===== src/rtl/ifid_fetch.sv =====
// Instruction fetch stage with PC, redirect buffer and IF/ID register.
// Ports: clk/rst (sync, active-high), enable, hazard-unit controls
// (PCWrite, IFIDWrite, Hazard, imem_en), branch_taken/branch_target,
// imem_wait/imem_rdata in; imem_addr/imem_rd, IFIDInstr, IFIDPCPlus4,
// IFIDValid out. Define FETCH_PERF_CNT_EN to add fetch_count and
// stall_count outputs.
module ifid_fetch #(
  parameter logic [31:0] RESET_PC  = 32'h0000_0000,
  parameter logic [31:0] NOP_INSTR = 32'h0000_0000
) (
  input  logic        clk,
  input  logic        rst,
  input  logic        enable,
  input  logic        PCWrite,
  input  logic        IFIDWrite,
  input  logic        Hazard,
  input  logic        imem_en,
  input  logic        branch_taken,
  input  logic [31:0] branch_target,
  input  logic        imem_wait,
  input  logic [31:0] imem_rdata,
  output logic [31:0] imem_addr,
  output logic        imem_rd,
  output logic [31:0] IFIDInstr,
  output logic [31:0] IFIDPCPlus4,
  output logic        IFIDValid
`ifdef FETCH_PERF_CNT_EN
  ,
  output logic [31:0] fetch_count,
  output logic [31:0] stall_count
`endif
);

  typedef enum logic [1:0] {
    S_RUN   = 2'd0,
    S_WAIT  = 2'd1,
    S_FLUSH = 2'd2
  } state_e;

  state_e      state_q, state_d;
  logic [31:0] pc_q, pc_d;
  logic [31:0] pend_q, pend_d;
  logic        pend_vld_q, pend_vld_d;
  logic [31:0] instr_q, instr_d;
  logic [31:0] pcp4_q, pcp4_d;
  logic        valid_q, valid_d;

  logic [31:0] tgt;
  logic        flushing;
  logic        adv;
  logic        discard;
  logic        load;

  assign tgt      = {branch_target[31:2], 2'b00};
  assign flushing = (state_q == S_FLUSH);
  // PC may only move when memory is ready and no flush is in progress
  assign adv      = enable & ~imem_wait & ~flushing;
  // a buffered redirect is being applied: returned data is stale
  assign discard  = adv & pend_vld_q;
  assign load     = IFIDWrite & ~imem_wait & imem_rd;

  // state register
  always_ff @(posedge clk) begin
    if (rst) state_q <= S_RUN;
    else     state_q <= state_d;
  end

  // next-state logic
  always_comb begin
    state_d = state_q;
    if (enable) begin
      if (branch_taken & ~imem_wait) begin
        state_d = S_FLUSH;
      end else begin
        case (state_q)
          S_RUN:   if (imem_rd & imem_wait) state_d = S_WAIT;
          S_WAIT:  if (!imem_wait) state_d = S_RUN;
          S_FLUSH: state_d = S_RUN;
          default: state_d = S_RUN;
        endcase
      end
    end
  end

  // output logic
  always_comb begin
    imem_rd   = enable & imem_en & ~flushing;
    imem_addr = pend_vld_q ? pend_q : pc_q;
  end

  // PC, redirect buffer and IF/ID next values
  always_comb begin
    pc_d       = pc_q;
    pend_d     = pend_q;
    pend_vld_d = pend_vld_q;
    instr_d    = instr_q;
    pcp4_d     = pcp4_q;
    valid_d    = valid_q;
    if (enable) begin
      if (adv) begin
        if (branch_taken) begin
          pc_d       = tgt;
          pend_vld_d = 1'b0;
        end else if (pend_vld_q) begin
          pc_d       = pend_q;
          pend_vld_d = 1'b0;
        end else if (PCWrite) begin
          pc_d = pc_q + 32'd4;
        end
      end else if (branch_taken) begin
        // redirect arrives while PC is frozen: last one wins
        pend_d     = tgt;
        pend_vld_d = 1'b1;
      end

      if (branch_taken | flushing | discard) begin
        instr_d = NOP_INSTR;
        valid_d = 1'b0;
      end else if (load) begin
        instr_d = imem_rdata;
        pcp4_d  = pc_q + 32'd4;
        valid_d = 1'b1;
      end else if (IFIDWrite & ~Hazard) begin
        instr_d = NOP_INSTR;
        valid_d = 1'b0;
      end
    end
  end

  always_ff @(posedge clk) begin
    if (rst) begin
      pc_q       <= RESET_PC;
      pend_q     <= RESET_PC;
      pend_vld_q <= 1'b0;
      instr_q    <= NOP_INSTR;
      pcp4_q     <= RESET_PC + 32'd4;
      valid_q    <= 1'b0;
    end else begin
      pc_q       <= pc_d;
      pend_q     <= pend_d;
      pend_vld_q <= pend_vld_d;
      instr_q    <= instr_d;
      pcp4_q     <= pcp4_d;
      valid_q    <= valid_d;
    end
  end

  assign IFIDInstr   = instr_q;
  assign IFIDPCPlus4 = pcp4_q;
  assign IFIDValid   = valid_q;

`ifdef FETCH_PERF_CNT_EN
  logic [31:0] fcnt_q, fcnt_d;
  logic [31:0] scnt_q, scnt_d;

  always_comb begin
    fcnt_d = fcnt_q;
    scnt_d = scnt_q;
    if (enable & ~(branch_taken | flushing | discard) & load)
      fcnt_d = fcnt_q + 32'd1;
    if (enable & (~PCWrite | imem_wait))
      scnt_d = scnt_q + 32'd1;
  end

  always_ff @(posedge clk) begin
    if (rst) begin
      fcnt_q <= 32'd0;
      scnt_q <= 32'd0;
    end else begin
      fcnt_q <= fcnt_d;
      scnt_q <= scnt_d;
    end
  end

  assign fetch_count = fcnt_q;
  assign stall_count = scnt_q;
`endif

endmodule


===== config.mk =====
export PLATFORM = sky130hd
export DESIGN_NAME = ifid_fetch
export DESIGN_NICKNAME = d
export VERILOG_FILES = /design/src/rtl/ifid_fetch.sv
export SDC_FILE = /design/constraint.sdc
export NUM_CORES = 1
export LEC_CHECK = 0
export ABC_AREA = 1
export CELL_PAD_IN_SITES_DETAIL_PLACEMENT = 1
export CELL_PAD_IN_SITES_GLOBAL_PLACEMENT = 2
export CORE_MARGIN = 8
export CORE_UTILIZATION = 26
export CTS_BUF_LIST = sky130_fd_sc_hd__clkbuf_4 sky130_fd_sc_hd__clkbuf_8
export CTS_CLUSTER_SIZE = 10
export DETAILED_ROUTE_END_ITERATION = 8
export HOLD_SLACK_MARGIN = 0.08
export PLACE_DENSITY = 0.87
export REMOVE_ABC_BUFFERS = 1
export SYNTH_ARGS = -nofsm -noshare
export SYNTH_HDL_FRONTEND = slang
export SYNTH_SLANG_ARGS = --single-unit
export TNS_END_PERCENT = 50

===== constraint.sdc =====
create_clock -name clk -period 2.15 [get_ports clk]
set_clock_uncertainty 0.05 [all_clocks]
set_input_delay 0.3225 -clock clk [delete_from_list [all_inputs] [get_ports clk]]
set_output_delay 0.3225 -clock clk [all_outputs]
set_load 0.01 [all_outputs]

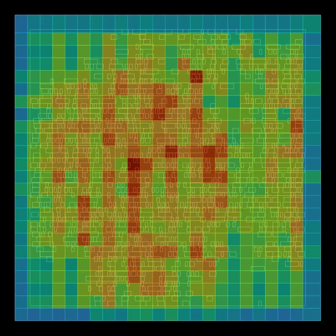
Figure 1: routing congestion.
Final Core Density: 37.4%
grt peak-use layer: met2

==> results.json <==
{
  "status": "finished with violations",
  "violations": "negative setup slack",
  "inv_count": 55,
  "period_minus_slack_ns": 2.15,
  "combGateArea_um2": 3050,
  "flops": 126,
  "critPathCaptureType": "primary output",
  "placed_cells": 1354,
  "cp_top_family": "buffers and inverters",
  "ys_ff": 126,
  "max-cap-violations": 0,
  "design_area_um2": 8640,
  "seqPwrFrac_pct": 44.5,
  "taps": 290,
  "syn_area_per_cell_um2": 6.59,
  "synthArstFlopShare_pct": 0,
  "top_cell_area_share_pct": 41.7,
  "wirelength_met1_um": 10900,
  "hold_viol": 0,
  "drtIter0Drc": 282,
  "clk_latency_ns": 0.45,
  "met3_length_um": 1190,
  "fp-row-count": 56,
  "path_class": "reg2out",
  "clkTransAtPathRegs_ns": 0.09,
  "layout_setup_ws_ns": -0.00434,
  "grt_pass1_vias": 6788,
  "grtUsageTotal_pct": 16.2,
  "cp_max_fo": 13,
  "die_y_um": 168,
  "tool_warnings": 29,
  "drt_wl_total_um": 22900,
  "ff_type": "dfxtp_1",
  "max_stage_delay_ns": 0.54,
  "power.density_nw_per_um2": 654,
  "setup.worst_path.start": "pend_vld_q",
  "ys_area_um2": 6050,
  "comb_area_share_pct": 35.3,
  "ff_latch_area_um2": 2530,
  "ios": 171,
  "fin_hold_ws_ns": 0.249,
  "yosys-top-cells-area": "dfxtp_1 (42%), nand2_1 (15%), nor2_1 (11%)",
  "xor_share_pct": 2.17,
  "hold_path_startpoint": "rst",
  "vias": 6469,
  "largest_area_cell": "dfxtp_1",
  "cts_inserted_buffers": 17,
  "port_buffers": 164,
  "ant_nets": 0,
  "r2r_cells": 11,
  "edf_count": 0,
  "final_cell_mix": "nand2_1 (244), nor2_1 (175), clkdlybuf4s50_1 (132)",
  "grt_pass1_wl_um": 37000,
  "setup_viol": 1,
  "cts_hold_buffers": 0,
  "grtUsageMet3_pct": 4.01,
  "clock_area_share_pct": 4.97,
  "r2r_slack_ns": 0.24,
  "synth.distinct_cells": 28,
  "synthTopCellsByCount": "nand2_1 (245), nor2_1 (175), dfxtp_1 (126)",
  "grt_max_degree": 75,
  "buffers": 200,
  "path_depth": 5,
  "largest_cell_class": "multi-input combinational cells",
  "drv_slew": 0,
  "grt.met1_usage_pct": 20.9,
  "comb_cells": 683,
  "dr.pass1.iters": 4,
  "initCoreUtil_pct": 26.1,
  "critPathLaunchType": "flop",
  "dieArea_um2": 28400,
  "drive_gt1_share_pct": 7.40,
  "rsz0062_at_grt": "true",
  "ys_cells": 917,
  "dpl.hpwl_um": 16900,
  "hold_path_class": "in2reg",
  "path_cells": "inv_1, buf_12, nand2_1, nand2_1, clkdlybuf4s50_1",
  "required_ns": 1.78,
  "pg_clk_w": 0.00233
}
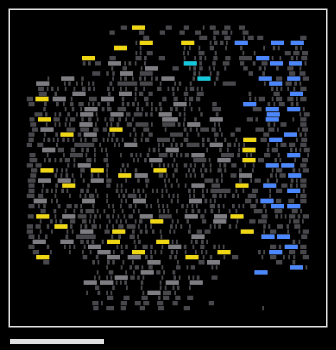
Figure 2: register map, names as in the netlist.
Scale bar: 50 um. Other sequential cells in the stronger gray, the rest of the logic in the fainter gray.
legend:
  cyan:
    signal: `state_q`
    flops: 2
  yellow:
    signal: `IFIDPCPlus4`
    flops: 30
    where: spread over the die
  blue:
    signal: `IFIDInstr`
    flops: 32
not colored: 62
seq pwr: 0.00251 W
sequential share of cell area: 29.2%

Power is estimated from default activity; no workload was simulated.
